===== src/rtl/risc_core_hs_pkg.sv =====
// Shared types for the risc_core_hs accumulator CPU: opcodes, sequencer states
// and the opcode-class helper used by the decoder.
package risc_pkg;

  localparam int OPC_WIDTH = 3;

  typedef enum logic [OPC_WIDTH-1:0] {
    HLT = 3'd0,
    SKZ = 3'd1,
    ADD = 3'd2,
    AND = 3'd3,
    XOR = 3'd4,
    LDA = 3'd5,
    STO = 3'd6,
    JMP = 3'd7
  } opcode_t;

  typedef enum logic [2:0] {
    FETCH,
    DECODE,
    MEM,
    EXEC,
    HALTED
  } state_t;

  // Opcodes that need a data-memory access between DECODE and EXEC.
  function automatic logic is_mem_op(input opcode_t opc);
    return (opc == ADD) || (opc == AND) || (opc == XOR) || (opc == LDA) || (opc == STO);
  endfunction

endpackage


===== src/rtl/risc_core_hs_alu.sv =====
// Combinational accumulator ALU. Non-arithmetic opcodes pass AC through
// unchanged, so EXEC can always load the result back into AC.
module risc_core_alu
  import risc_pkg::*;
#(
  parameter int DWIDTH = 8
) (
  input  opcode_t           opcode,
  input  logic [DWIDTH-1:0] ac,
  input  logic [DWIDTH-1:0] operand,
  output logic [DWIDTH-1:0] result,
  output logic              ac_zero
);

  always_comb begin
    result = ac;
    case (opcode)
      ADD:     result = ac + operand;
      AND:     result = ac & operand;
      XOR:     result = ac ^ operand;
      LDA:     result = operand;
      default: result = ac;
    endcase
  end

  assign ac_zero = (ac == '0);

endmodule


===== src/rtl/risc_core_hs.sv =====
// Multi-cycle accumulator CPU with a req/ack unified memory port.
// Optional retired-instruction counter enabled by RISC_CORE_HS_PERF_EN.
//
// state  | meaning
// FETCH  | raise read of M[PC]; on ack latch IR, PC+1
// DECODE | pick MEM for ADD/AND/XOR/LDA/STO, else EXEC
// MEM    | read operand or write AC at IR address
// EXEC   | update AC/PC, retire; HLT goes to HALTED
// HALTED | idle with halt=1 until reset
module risc_core_hs
  import risc_pkg::*;
#(
  parameter  int                AWIDTH   = 5,
  parameter  logic [AWIDTH-1:0] RESET_PC = '0,
  localparam int                DWIDTH   = AWIDTH + 3
) (
  input  logic              clk,
  input  logic              rst,
  output logic              mem_req,
  output logic              mem_we,
  output logic [AWIDTH-1:0] mem_addr,
  output logic [DWIDTH-1:0] mem_wdata,
  input  logic [DWIDTH-1:0] mem_rdata,
  input  logic              mem_ack,
  output logic              halt,
  output logic [15:0]       instr_cnt
);

  state_t            state_q, state_d;
  logic [AWIDTH-1:0] pc_q, pc_d;
  logic [DWIDTH-1:0] ac_q, ac_d;
  logic [DWIDTH-1:0] ir_q, ir_d;
  logic [DWIDTH-1:0] opnd_q, opnd_d;
  logic              req_d, we_d, halt_d, retire;
  logic [AWIDTH-1:0] addr_d;
  logic [DWIDTH-1:0] wdata_d;
  logic [DWIDTH-1:0] alu_result;
  logic              ac_zero;
  opcode_t           opc;
  logic [AWIDTH-1:0] opa;
  logic              hs;

  assign opc = opcode_t'(ir_q[DWIDTH-1 -: OPC_WIDTH]);
  assign opa = ir_q[AWIDTH-1:0];
  assign hs  = mem_req && mem_ack;

  risc_core_alu #(.DWIDTH(DWIDTH)) u_alu (
    .opcode  (opc),
    .ac      (ac_q),
    .operand (opnd_q),
    .result  (alu_result),
    .ac_zero (ac_zero)
  );

  always_comb begin
    state_d = state_q;
    pc_d    = pc_q;
    ac_d    = ac_q;
    ir_d    = ir_q;
    opnd_d  = opnd_q;
    req_d   = mem_req;
    we_d    = mem_we;
    addr_d  = mem_addr;
    wdata_d = mem_wdata;
    halt_d  = halt;
    retire  = 1'b0;
    case (state_q)
      FETCH: begin
        if (hs) begin
          req_d   = 1'b0;
          we_d    = 1'b0;
          ir_d    = mem_rdata;
          pc_d    = pc_q + 1'b1;
          state_d = DECODE;
        end else if (!mem_req) begin
          req_d   = 1'b1;
          we_d    = 1'b0;
          addr_d  = pc_q;
          wdata_d = ac_q;
        end
      end
      DECODE: state_d = is_mem_op(opc) ? MEM : EXEC;
      MEM: begin
        // Request stays idle for a cycle after each ack, so accesses never abut.
        if (hs) begin
          if (!mem_we) opnd_d = mem_rdata;
          req_d   = 1'b0;
          we_d    = 1'b0;
          state_d = EXEC;
        end else if (!mem_req) begin
          req_d   = 1'b1;
          we_d    = (opc == STO);
          addr_d  = opa;
          wdata_d = ac_q;
        end
      end
      EXEC: begin
        retire = 1'b1;
        ac_d   = alu_result;
        if (opc == SKZ && ac_zero) pc_d = pc_q + 1'b1;
        if (opc == JMP) pc_d = opa;
        if (opc == HLT) begin
          state_d = HALTED;
          halt_d  = 1'b1;
        end else begin
          state_d = FETCH;
        end
      end
      HALTED:  state_d = HALTED;
      default: state_d = FETCH;
    endcase
  end

  always_ff @(posedge clk or negedge rst) begin
    if (!rst) begin
      state_q   <= FETCH;
      pc_q      <= RESET_PC;
      ac_q      <= '0;
      ir_q      <= '0;
      opnd_q    <= '0;
      mem_req   <= 1'b0;
      mem_we    <= 1'b0;
      mem_addr  <= '0;
      mem_wdata <= '0;
      halt      <= 1'b0;
    end else begin
      state_q   <= state_d;
      pc_q      <= pc_d;
      ac_q      <= ac_d;
      ir_q      <= ir_d;
      opnd_q    <= opnd_d;
      mem_req   <= req_d;
      mem_we    <= we_d;
      mem_addr  <= addr_d;
      mem_wdata <= wdata_d;
      halt      <= halt_d;
    end
  end

`ifdef RISC_CORE_HS_PERF_EN
  logic [15:0] cnt_q;

  always_ff @(posedge clk or negedge rst) begin
    if (!rst)        cnt_q <= '0;
    else if (retire) cnt_q <= cnt_q + 16'd1;
  end

  assign instr_cnt = cnt_q;
`else
  logic unused_retire;
  assign unused_retire = retire;
  assign instr_cnt     = '0;
`endif

endmodule


===== config.mk =====
export PLATFORM = sky130hd
export DESIGN_NAME = risc_core_hs
export DESIGN_NICKNAME = d
export VERILOG_FILES = /design/src/rtl/risc_core_hs_pkg.sv /design/src/rtl/risc_core_hs_alu.sv /design/src/rtl/risc_core_hs.sv
export SDC_FILE = /design/constraint.sdc
export NUM_CORES = 1
export LEC_CHECK = 0
export ABC_CLOCK_PERIOD_IN_PS = 4600
export CAP_MARGIN = 20
export CORE_MARGIN = 1
export CORE_UTILIZATION = 58
export DETAILED_ROUTE_END_ITERATION = 8
export GPL_ROUTABILITY_DRIVEN = 0
export PLACE_DENSITY = 0.95
export SYNTH_ARGS = -nofsm -noshare
export SYNTH_HDL_FRONTEND = slang
export SYNTH_SLANG_ARGS = --single-unit

===== constraint.sdc =====
create_clock -name clk -period 4.6 [get_ports clk]
set_clock_uncertainty 0.1 [all_clocks]
set_input_delay 0.46 -clock clk [delete_from_list [all_inputs] [get_ports clk]]
set_output_delay 0.46 -clock clk [all_outputs]
set_load 0.01 [all_outputs]

==> changes_impl.md <==
### Changed

* Status: finished clean
* Crit. End Element: register
* Iteration tally of the first detailed-router pass at 5
* Final #Nets at 343
* # clock sinks at 48
* Die area at 5220 µm²
* Top cells excl fill/tap: dfrtp_1 (48), nand2_1 (30), clkdlybuf4s50_1 (25)
* # diodes at 0
* Mean routed wirelength per cell at 16.8 µm
* FF-to-FF Start: ac_q[0]
* # rows at 25
* Mux cell area share after synthesis at 0.0923
* Worst slew margin at 0.534
* Fp util at 0.606
* Ao+oa area frac at 0.155
* Largest net degree at the start of global routing at 49
* Log Warnings at 26
* CTS tree: yes
* Reg-to-Reg End: ac_q[4]
* Setup-failing EPs final at 0
* Worst hold start: halt
* Average size of a mapped cell at 9.53 µm²
* RSZ-0062 raised after global routing: false
* First-pass GRT wire length at 10500 µm
* Max VDD drop at 0.419 mV
* DR vias/cell at 6.31
* Top Ports at 43
* WHS Path Cells at 1
* XORs/XNORs by Area at 0.00612
* Grt ovf at 0
* Hold slack final at 0.384 ns
* Registers, synthesis at 48
* Fillers at 362
* Critical path required time at 4.66 ns
* MI comb area at 1500 µm²
* Setup TNS at 0 ns
* Mapped Area at 2860 µm²
* Root buf cell: clkbuf_8
* PD cells at 746 nW/µm²
==> report_power, final <==
part / switching [mW] / internal (mW)
logic: 0.629 / 0.613
clock network: 0.134 / 0.120
registers: 0.283 / 0.614
==> routing by layer <==
metal | up-vias | share of wire | GRT usage
li1 | 1103 | - | -
met4 | 0 | 0.023 | 0.0959
met2 | 159 | 0.48 | 0.420
met3 | 25 | 0.087 | 0.0708
met5 | - | 0 | 0
met1 | 1168 | 0.41 | 0.334
==> metrics by stage <==
| step | worst slack [ns] | total power [mW] | cell area [µm²] | cells | utilization |
|---|---|---|---|---|---|
| global route | 2.17 | 2.57 | 3210 | 389 | 0.680 |
| floorplan | 2.53 | 1.73 | 2920 | 315 | - |
| finish | 2.30 | 2.39 | 3210 | 389 | 0.680 |
| CTS | 2.31 | 2.36 | 3170 | 386 | 0.672 |
| global placement | 2.21 | 2.02 | 3080 | 379 | 0.652 |
| detailed placement | 2.15 | 2.08 | 3080 | 379 | 0.652 |
==> cell families (layout without fill, tap and decap cells) <==
group,count (synthesis),in the layout
compound gates,66,66
xor+xnor,2,2
fa+ha+maj,10,10
buf+inv,39,46
flops,48,48
mux,24,24
other cells,1,16
simple gates,110,110
==> critical path, cell delays in order (launching register included) <==
cell and delay, ns:
dfrtp_1 0.44, ha_1 0.28, fa_1 0.45, a21o_1 0.21, a211o_1 0.29, a311oi_1 0.29, a21oi_1 0.10
==> cell usage after synthesis (6+ instances only) <==
| cell type | number |
|---|---|
| nand2_1 | 30 |
| nor3_1 | 6 |
| ha_1 | 9 |
| buf_4 | 16 |
| dfrtp_1 | 48 |
| clkbuf_1 | 6 |
| o21ai_0 | 9 |
| nand3_1 | 8 |
| a21oi_1 | 17 |
| mux2_2 | 19 |
| nand2b_1 | 7 |
| nor2_1 | 22 |
| inv_1 | 9 |
| a31oi_1 | 6 |
==> final cells by class <==
cell class | instances | area share
Sequential cell | 48 | 0.374
Inverter | 9 | 0.0105
Clock inverter | 1 | 0.00273
Tap cell | 67 | 0.0261
Clock buffer | 6 | 0.0257
Multi-Input combinational cell | 228 | 0.467
Timing Repair Buffer | 30 | 0.0935
==> sequential cells by signal (all words and copies together) (netlist names) <==
register	flops
mem_wdata	8
mem_req	1
halt	1
mem_we	1
ac_q	8
opnd_q	8
ir_q	8
pc_q	5
state_q	3
mem_addr	5
==> repair_timing <==
action	4_1_cts	5_1_grt
setup endpoints to repair	0	0
endpoints found under the hold margin	0	12
setup buffers	0	0
hold buffers	0	1
==> worst max-delay path by stage <==
stage	end	startpoint	cells past startpoint
4_1_cts	ac_q[4]	ac_q[0]	6
3_5_place_dp	pc_q[1]	mem_ack	5
6_report	ac_q[4]	ac_q[0]	6
2_1_floorplan	ac_q[4]	ac_q[0]	6
5_1_grt	ac_q[4]	ac_q[0]	6
3_3_place_gp	pc_q[1]	mem_ack	5
### Sequential cells grouped by signal name

Drawn at 4 px/µm. Other sequential cells in the stronger grey, the rest of the logic in the fainter grey.
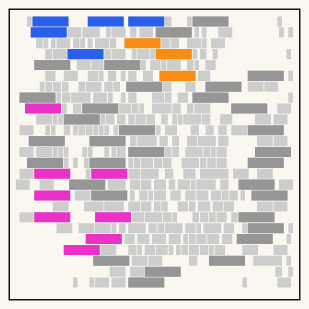
colour	name in the netlist	flops
orange	state_q	3
blue	mem_addr	5
magenta	opnd_q	8
register area: 1200 µm²
utilization after layout: 0.680
flop share of the area: 0.374
Seq group: 0.897 mW

### Routing congestion map

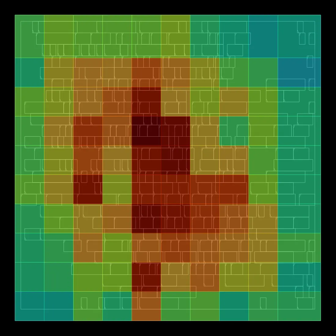
GR Util met3: 0.0708
grt peak-use layer: met2
Global Route Usage Sum: 0.259

### Pin placement

Drawn at 6 px/µm. Pins as bars across the die edge, other pins in grey.
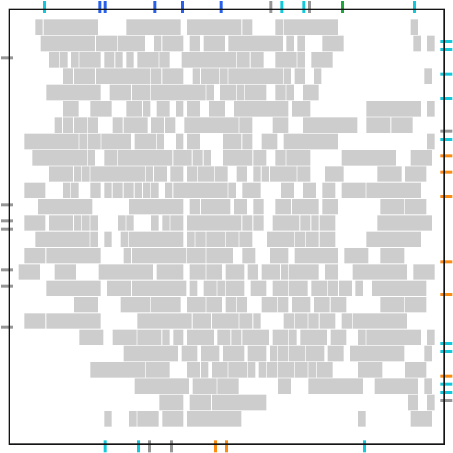
colour	port	pins	direction	edge
orange	mem_wdata	8	output	6 east, 2 south
blue	mem_addr	5	output	north
cyan	instr_cnt	16	output	9 east, 4 north, 3 south
green	mem_req	1	output	north
input/output buffers: 26
die width: 72.2 µm

### Close-up of the layout

Window x 24 to 49, y 9 to 34 µm. Cells in grey, sequential cells in the stronger grey; small squares are vias.
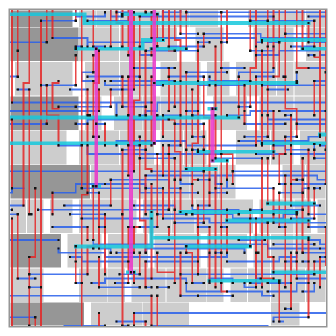
colour	layer
red	M2
cyan	M3
magenta	M4
blue	M1
cells with their middle in the window	65
sequential cells in the window	4
netlist names of flops here include	opnd_q (2)
most frequent	inv_1 (5)

### Gate families picked out

Drawn at 4 px/µm.
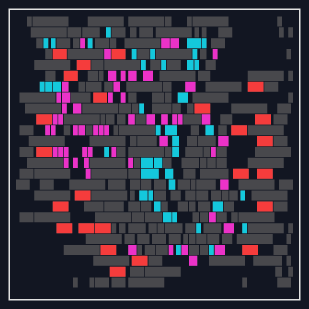
colour	family	cells
cyan	nor cells	40
magenta	nand cells	55
red	mux cells	24
logic share of the area: 0.467
Top cell excl fill/tap: dfrtp_1
non-filler cells, final: 389

Power figures rest on the tool's default switching activity, not on a simulated workload.
